`config.mk`:
```
export PLATFORM = sky130hd
export DESIGN_NAME = local_network_interface
export DESIGN_NICKNAME = d
export VERILOG_FILES = /design/src/rtl/local_network_interface.sv
export SDC_FILE = /design/constraint.sdc
export NUM_CORES = 1
export LEC_CHECK = 0
export CAP_MARGIN = 20
export CORE_MARGIN = 2
export CORE_UTILIZATION = 50
export DETAILED_ROUTE_END_ITERATION = 8
export PLACE_DENSITY = 0.75
export REMOVE_ABC_BUFFERS = 1
export SETUP_SLACK_MARGIN = 0.3
export SYNTH_ARGS = -nofsm -noshare
export SYNTH_HDL_FRONTEND = slang
export SYNTH_SLANG_ARGS = --single-unit
export TNS_END_PERCENT = 5
```
`constraint.sdc`:
```
create_clock -name clk -period 4 [get_ports clk]
set_clock_uncertainty 0.1 [all_clocks]
set_input_delay 1 -clock clk [delete_from_list [all_inputs] [get_ports clk]]
set_output_delay 1 -clock clk [all_outputs]
set_load 0.02 [all_outputs]
```
`src/rtl/local_network_interface.sv`:
```
// Network interface between a core and a router's local port: credit-based
// packet transmitter (header + N payload flits) and a show-ahead receive FIFO.
module local_network_interface #(
    parameter int RX_DEPTH   = 8,
    parameter int TX_CREDITS = 8
) (
    input  logic        clk,
    input  logic        reset,
    input  logic        tx_req_i,
    input  logic [7:0]  tx_dest_i,
    input  logic [3:0]  tx_len_i,
    output logic        tx_ack_o,
    input  logic [15:0] tx_data_i,
    input  logic        tx_data_valid_i,
    output logic        tx_data_ready_o,
    output logic        tx_busy_o,
    output logic [15:0] l_data_o,
    output logic        l_valid_o,
    input  logic        l_credit_i,
    input  logic [15:0] l_data_i,
    input  logic        l_valid_i,
    output logic        l_credit_o,
    output logic [15:0] rx_data_o,
    output logic        rx_valid_o,
    output logic        rx_sop_o,
    output logic        rx_eop_o,
    input  logic        rx_ready_i,
    output logic        cred_err_o,
    output logic        rx_ovf_o
);
    localparam int CW = $clog2(TX_CREDITS + 1);
    localparam int AW = $clog2(RX_DEPTH);

    localparam logic [1:0] ST_IDLE    = 2'd0;
    localparam logic [1:0] ST_HEADER  = 2'd1;
    localparam logic [1:0] ST_PAYLOAD = 2'd2;

    logic [1:0]    state_reg;
    logic [CW-1:0] credit_reg;
    logic [7:0]    dest_reg;
    logic [3:0]    len_reg;
    logic [3:0]    remain_reg;
    logic [15:0]   l_data_reg;
    logic          l_valid_reg;
    logic          cred_err_reg;

    logic credit_avail;
    logic accept_req;
    logic send_header;
    logic send_payload;
    logic flit_sent;

    // Combinational handshakes are gated by reset so every output is low while it is held.
    assign credit_avail    = (credit_reg != '0);
    assign accept_req      = reset && (state_reg == ST_IDLE) && tx_req_i && (tx_len_i != 4'd0);
    assign send_header     = (state_reg == ST_HEADER) && credit_avail;
    assign tx_data_ready_o = reset && (state_reg == ST_PAYLOAD) && credit_avail;
    assign send_payload    = tx_data_ready_o && tx_data_valid_i;
    assign flit_sent       = send_header || send_payload;

    assign tx_ack_o   = accept_req;
    assign tx_busy_o  = reset && (state_reg != ST_IDLE);
    assign l_data_o   = l_data_reg;
    assign l_valid_o  = l_valid_reg;
    assign cred_err_o = cred_err_reg;

    always_ff @(posedge clk) begin
        if (!reset) begin
            state_reg    <= ST_IDLE;
            credit_reg   <= CW'(TX_CREDITS);
            dest_reg     <= 8'h00;
            len_reg      <= 4'd0;
            remain_reg   <= 4'd0;
            l_data_reg   <= 16'h0000;
            l_valid_reg  <= 1'b0;
            cred_err_reg <= 1'b0;
        end else begin
            l_valid_reg <= flit_sent;
            case (state_reg)
                ST_IDLE: begin
                    if (accept_req) begin
                        dest_reg  <= tx_dest_i;
                        len_reg   <= tx_len_i;
                        state_reg <= ST_HEADER;
                    end
                end
                ST_HEADER: begin
                    if (send_header) begin
                        l_data_reg <= {dest_reg, 4'b0000, len_reg};
                        remain_reg <= len_reg;
                        state_reg  <= ST_PAYLOAD;
                    end
                end
                ST_PAYLOAD: begin
                    if (send_payload) begin
                        l_data_reg <= tx_data_i;
                        remain_reg <= remain_reg - 4'd1;
                        if (remain_reg == 4'd1) begin
                            state_reg <= ST_IDLE;
                        end
                    end
                end
                default: state_reg <= ST_IDLE;
            endcase

            // A returned credit and a sent flit in the same cycle cancel out.
            if (flit_sent && !l_credit_i) begin
                credit_reg <= credit_reg - CW'(1);
            end else if (!flit_sent && l_credit_i) begin
                if (credit_reg == CW'(TX_CREDITS)) begin
                    cred_err_reg <= 1'b1;
                end else begin
                    credit_reg <= credit_reg + CW'(1);
                end
            end
        end
    end

    logic [15:0]   mem [RX_DEPTH];
    logic [AW-1:0] wr_ptr_reg;
    logic [AW-1:0] rd_ptr_reg;
    logic [AW:0]   count_reg;
    logic          ovf_reg;
    logic          l_credit_reg;
    logic          expect_hdr_reg;
    logic [3:0]    rx_remain_reg;

    logic        empty;
    logic        full;
    logic        pop;
    logic        push;
    logic [15:0] head;

    assign empty = (count_reg == '0);
    assign full  = (count_reg == (AW+1)'(RX_DEPTH));
    assign head  = mem[rd_ptr_reg];

    assign rx_valid_o = reset && !empty;
    assign pop        = rx_valid_o && rx_ready_i;
    // A pop in the same cycle frees the slot, so a push at full still lands.
    assign push       = reset && l_valid_i && (!full || pop);

    assign rx_data_o  = rx_valid_o ? head : 16'h0000;
    assign rx_sop_o   = rx_valid_o && expect_hdr_reg;
    assign rx_eop_o   = rx_valid_o && !expect_hdr_reg && (rx_remain_reg == 4'd1);
    assign l_credit_o = l_credit_reg;
    assign rx_ovf_o   = ovf_reg;

    always_ff @(posedge clk) begin
        if (push) begin
            mem[wr_ptr_reg] <= l_data_i;
        end
    end

    always_ff @(posedge clk) begin
        if (!reset) begin
            wr_ptr_reg     <= '0;
            rd_ptr_reg     <= '0;
            count_reg      <= '0;
            ovf_reg        <= 1'b0;
            l_credit_reg   <= 1'b0;
            expect_hdr_reg <= 1'b1;
            rx_remain_reg  <= 4'd0;
        end else begin
            l_credit_reg <= pop;
            if (push) begin
                wr_ptr_reg <= wr_ptr_reg + AW'(1);
            end
            if (pop) begin
                rd_ptr_reg <= rd_ptr_reg + AW'(1);
            end
            if (push && !pop) begin
                count_reg <= count_reg + (AW+1)'(1);
            end else if (!push && pop) begin
                count_reg <= count_reg - (AW+1)'(1);
            end
            if (l_valid_i && full && !pop) begin
                ovf_reg <= 1'b1;
            end

            // A zero-length header is a complete packet by itself.
            if (pop) begin
                if (expect_hdr_reg) begin
                    if (head[3:0] != 4'd0) begin
                        expect_hdr_reg <= 1'b0;
                        rx_remain_reg  <= head[3:0];
                    end
                end else begin
                    rx_remain_reg <= rx_remain_reg - 4'd1;
                    if (rx_remain_reg == 4'd1) begin
                        expect_hdr_reg <= 1'b1;
                    end
                end
            end
        end
    end
endmodule

```
run_1/layer_met1.png
(4 px per um)
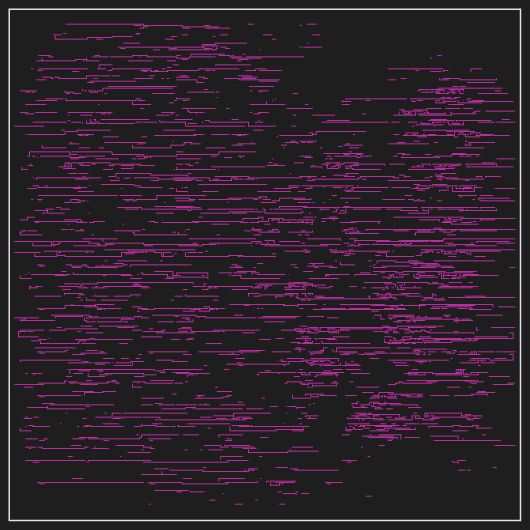
main direction: horizontal
share of all routed wire: 42%
wire length on this layer: 6670 um
nets with wire on the layer: 642
longest straight run: 37.3 um

run_1/placement_by_type.png
(3 px per um)
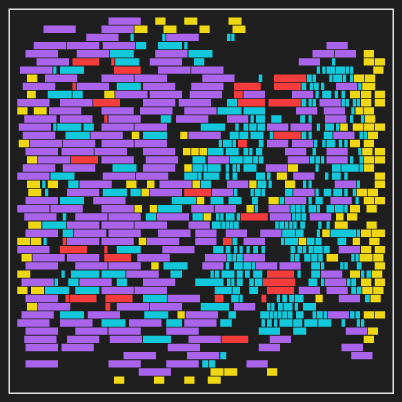
| class | colour | cells |
|---|---|---|
| other buffers and delay cells | yellow | 118 |
| flops | purple | 188 |
| combinational and other logic | cyan | 323 |
| clock drivers and dummy loads | red | 32 |

run_1/detail.png
Window x 19 to 44, y 83 to 108 um. Cells in grey, sequential cells in the stronger grey; small squares are vias.
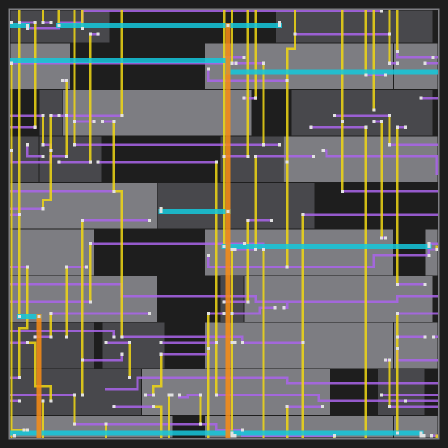
| layer | colour |
|---|---|
| metal 1 | purple |
| metal 2 | yellow |
| metal 3 | cyan |
| metal 4 | orange |
sequential cells in the window: 9
netlist names of flops here include: mem (9)
cells with their middle in the window: 21
most frequent: edfxtp_1 (9), mux4_2 (4)

run_1/congestion.png
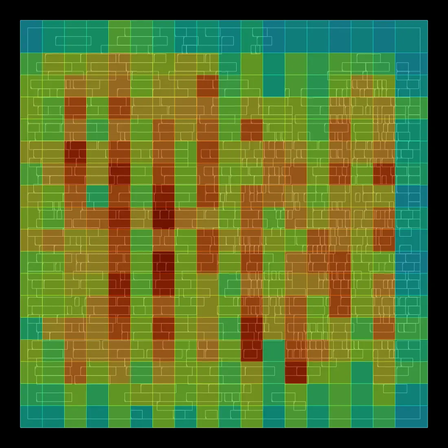
global routing met1 resource utilization: 25.2%
total routing resource utilization after global routing: 20.2%
fraction of met2 tracks used by global routing: 34.6%
met3 Use GR: 4.61%
layer with the highest usage: met2

==> flow_summary.json, run 1 <==
{
  "synth_cells": 537,
  "largestPowerGroup": "registers",
  "placedCellCount": 817,
  "floorplan.io_pins": 93,
  "p_leak_nw": 3.49,
  "nNonClkBuffers": 118,
  "post_synth_instance_area_mm2": 0.00762,
  "die_height_um": 127,
  "flow.area_growth_from_synthesis_pct": 25.3,
  "drive_gt1_share_pct": 15.7,
  "ys_sh_adder_pct": 2.66,
  "reg_area_mm2": 0.00505,
  "max-vdd-ir-drop_uv": 346,
  "nMultiInputCombCells": 307,
  "p_comb_mw": 1.21,
  "cts_max_level": 4,
  "number_of_vias_after_detailed_routing": 4752,
  "ys_top_logic_family": "multiplexers",
  "synthesized_area_per_cell_um2": 14.2,
  "insertedDiodeCount": 0,
  "final_area_mm2": 0.00955,
  "netlist_top_cells_area": "sky130_fd_sc_hd__edfxtp_1 (50%), sky130_fd_sc_hd__dfxtp_1 (16%), sky130_fd_sc_hd__mux4_2 (8.3%)",
  "fillers": 1071,
  "fin_crit_ns": 3.64,
  "post-cts-setup-buffers": 0,
  "post-dp-hpwl_um": 10200,
  "fin_crit_sh_pct": 91.0,
  "hold_viol": 0,
  "buf_share_pct": 12.2,
  "max_layer_used": "met4",
  "antenna_found_initial": 0,
  "worst-endpoint-arrival_ns": 2.54,
  "cp_cell_sequence": "clkdlybuf4s50_1, inv_2, buf_4, nor2_1, clkdlybuf4s50_1",
  "fmax_mhz": 275,
  "critical_path_cell_count": 5,
  "worst_path_dominant_cell_family": "buffers and inverters",
  "cts_inserted_buffers": 17,
  "cpMaxStageDelayCell": "sky130_fd_sc_hd__clkdlybuf4s50_1",
  "synthXorXnorAreaFrac_pct": 1.03,
  "first_global_vias": 4865,
  "overall_chip_area_mm2": 0.0162,
  "remaining_drc_errors": 0,
  "cp.required_ns": 2.90,
  "sequential_fraction_of_design_power_pct": 44.5,
  "min-delay-start": "dest_reg[3]$_SDFFE_PN0P_",
  "ff_count": 188,
  "path_buffers": 4,
  "finalPower_mw": 5.18,
  "synth-area-yosys_mm2": 0.00762,
  "globalplace.congestion": 0.786,
  "critical-path-max-stage-delay_ns": 0.62,
  "timing.setup.tns_ns": 0,
  "drtIter0Drc": 299,
  "flip_flop_count_of_the_largest_register_after_layout": 128,
  "port_buffers": 92,
  "ys_types": 51,
  "fp_util_pct": 50.7,
  "routed_via_density": 5.60,
  "yosysWarnings": 0,
  "firstDrtPassIters": 5,
  "power_switching_mw": 1.41,
  "cts-hold-fix-buffers": 0,
  "result_of_the_run": "finished clean",
  "layout.nets": 714,
  "setup.worst_path.end_class": "output pin",
  "synth.cellmix.simpleShare_pct": 9.72,
  "worst_hold_slack_ns": 0.355,
  "clock_tree_from_tritoncts": "built",
  "hold_end": "dest_reg[3]$_SDFFE_PN0P_"
}
run_1/sizes.png
(3 px per um)
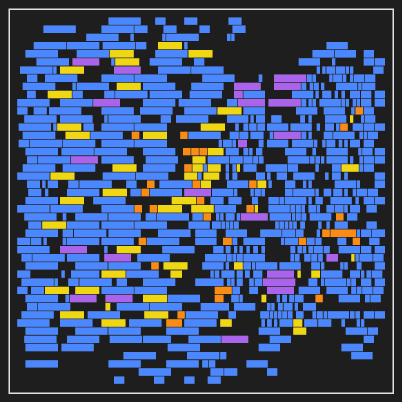

--- run 2 (diff from run 1) ---
ABC_AREA = 1   (was not set)
CORE_UTILIZATION = 55   (was 50)
PLACE_DENSITY = 0.78   (was 0.75)
clock period = 3.88 ns   (was 4 ns; I/O delays follow)
run_2/sizes.png
(3 px per um)
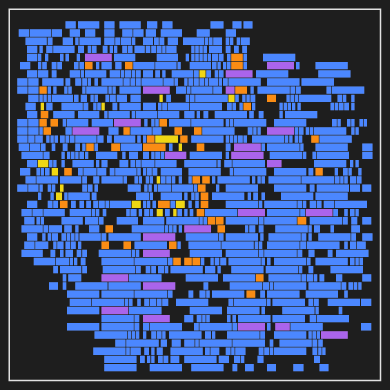
| size | colour | cells |
|---|---|---|
| _6 and larger | purple | 24 |
| _2 cells | yellow | 16 |
| _0 and _1 cells | blue | 795 |
| _3 and _4 cells | orange | 46 |

==> flow_summary.json, run 2 <==
{
  "nMultiInputCombCells": 484,
  "path_buffers": 5,
  "minimum_setup_slack_after_placement_ns": -0.109,
  "number_of_vias_after_detailed_routing": 5918,
  "clock_tree_from_tritoncts": "built",
  "buf_share_pct": 12.1,
  "layout.nets": 934,
  "sequential_fraction_of_design_power_pct": 44.0,
  "synth-area-yosys_mm2": 0.00783,
  "fillers": 990,
  "clkPwrFrac_pct": 34.0,
  "result_of_the_run": "finished clean",
  "met3_length_um": 1220,
  "worst_hold_slack_ns": 0.352,
  "synth.cellmix.simpleShare_pct": 14.5,
  "ys_sh_adder_pct": 2.59,
  "final_area_mm2": 0.00966,
  "drtIter0Drc": 590,
  "rrSetupSlack_ns": 1.06,
  "flip_flop_count_of_the_largest_register_after_layout": 128,
  "grt_util_all_layers_pct": 24.1,
  "remaining_drc_errors": 0,
  "reg2reg_depth": 15,
  "drive_gt1_share_pct": 9.76,
  "nNonClkBuffers": 125,
  "power_density_mw_per_mm2": 545,
  "gr-usage-met3_pct": 6.18,
  "gr-max-usage-layer": "met2",
  "slew_viol_final": 0,
  "globalplace.congestion": 0.861,
  "clock_cell_area_share_pct": 6.43,
  "nonClockInverterCount": 52,
  "synth_cells": 759,
  "gr-usage-met2_pct": 40.8,
  "fmax_mhz": 264,
  "post-cts-setup-buffers": 0,
  "post_synth_instance_area_mm2": 0.00783,
  "ys_top_logic_family": "simple AND/OR/NAND/NOR gates",
  "critical-path-max-stage-delay_ns": 0.60,
  "reg_area_mm2": 0.00505,
  "max_layer_used": "met4",
  "finalPower_mw": 5.26,
  "cp.required_ns": 2.81,
  "min-delay-start": "rd_ptr_reg[2]$_SDFFE_PN0N_",
  "cts_max_level": 4,
  "timing.setup.tns_ns": 0,
  "ys_types": 38,
  "port_buffers": 92,
  "switching_share_of_power_pct": 29.0,
  "synthXorXnorAreaFrac_pct": 0.783,
  "die_width_um": 123,
  "setup.worst_path.end_class": "output pin",
  "critical_path_cell_count": 7,
  "floorplan.io_pins": 93,
  "hold_end": "rd_ptr_reg[2]$_SDFFE_PN0N_",
  "insertedDiodeCount": 0,
  "synthesized_area_per_cell_um2": 10.3,
  "hold_viol": 0,
  "worstSetupStartpoint": "reset",
  "post-dp-hpwl_um": 11100,
  "cpMaxStageDelayCell": "sky130_fd_sc_hd__clkdlybuf4s50_1",
  "overall_chip_area_mm2": 0.0152,
  "yosysWarnings": 0,
  "flow.area_growth_from_synthesis_pct": 23.4,
  "max-vdd-ir-drop_uv": 350,
  "synth-seq-cells": 188,
  "routed_via_density": 5.58,
  "fp_util_pct": 56.4,
  "cts_inserted_buffers": 17,
  "grt.met1_usage_pct": 30.2,
  "placedCellCount": 1029,
  "ff_count": 188,
  "p_comb_mw": 1.16,
  "fin_crit_ns": 3.79,
  "firstDrtPassIters": 5,
  "largestPowerGroup": "registers",
  "antenna_found_initial": 0,
  "cp_cell_sequence": "clkdlybuf4s50_1, inv_4, a31oi_4, buf_4, inv_1, nor2_1, clkdlybuf4s50_1",
  "p_leak_nw": 3.63,
  "worst_path_dominant_cell_family": "buffers and inverters",
  "power_switching_mw": 1.53,
  "die_height_um": 123,
  "final-instance-count-excl-fill": 1061,
  "cts-hold-fix-buffers": 0,
  "fin_crit_sh_pct": 97.8,
  "first_global_vias": 5673,
  "netlist_top_cells_area": "sky130_fd_sc_hd__edfxtp_1 (49%), sky130_fd_sc_hd__dfxtp_1 (15%), sky130_fd_sc_hd__o21ai_0 (6.2%)",
  "worst-endpoint-arrival_ns": 2.72
}
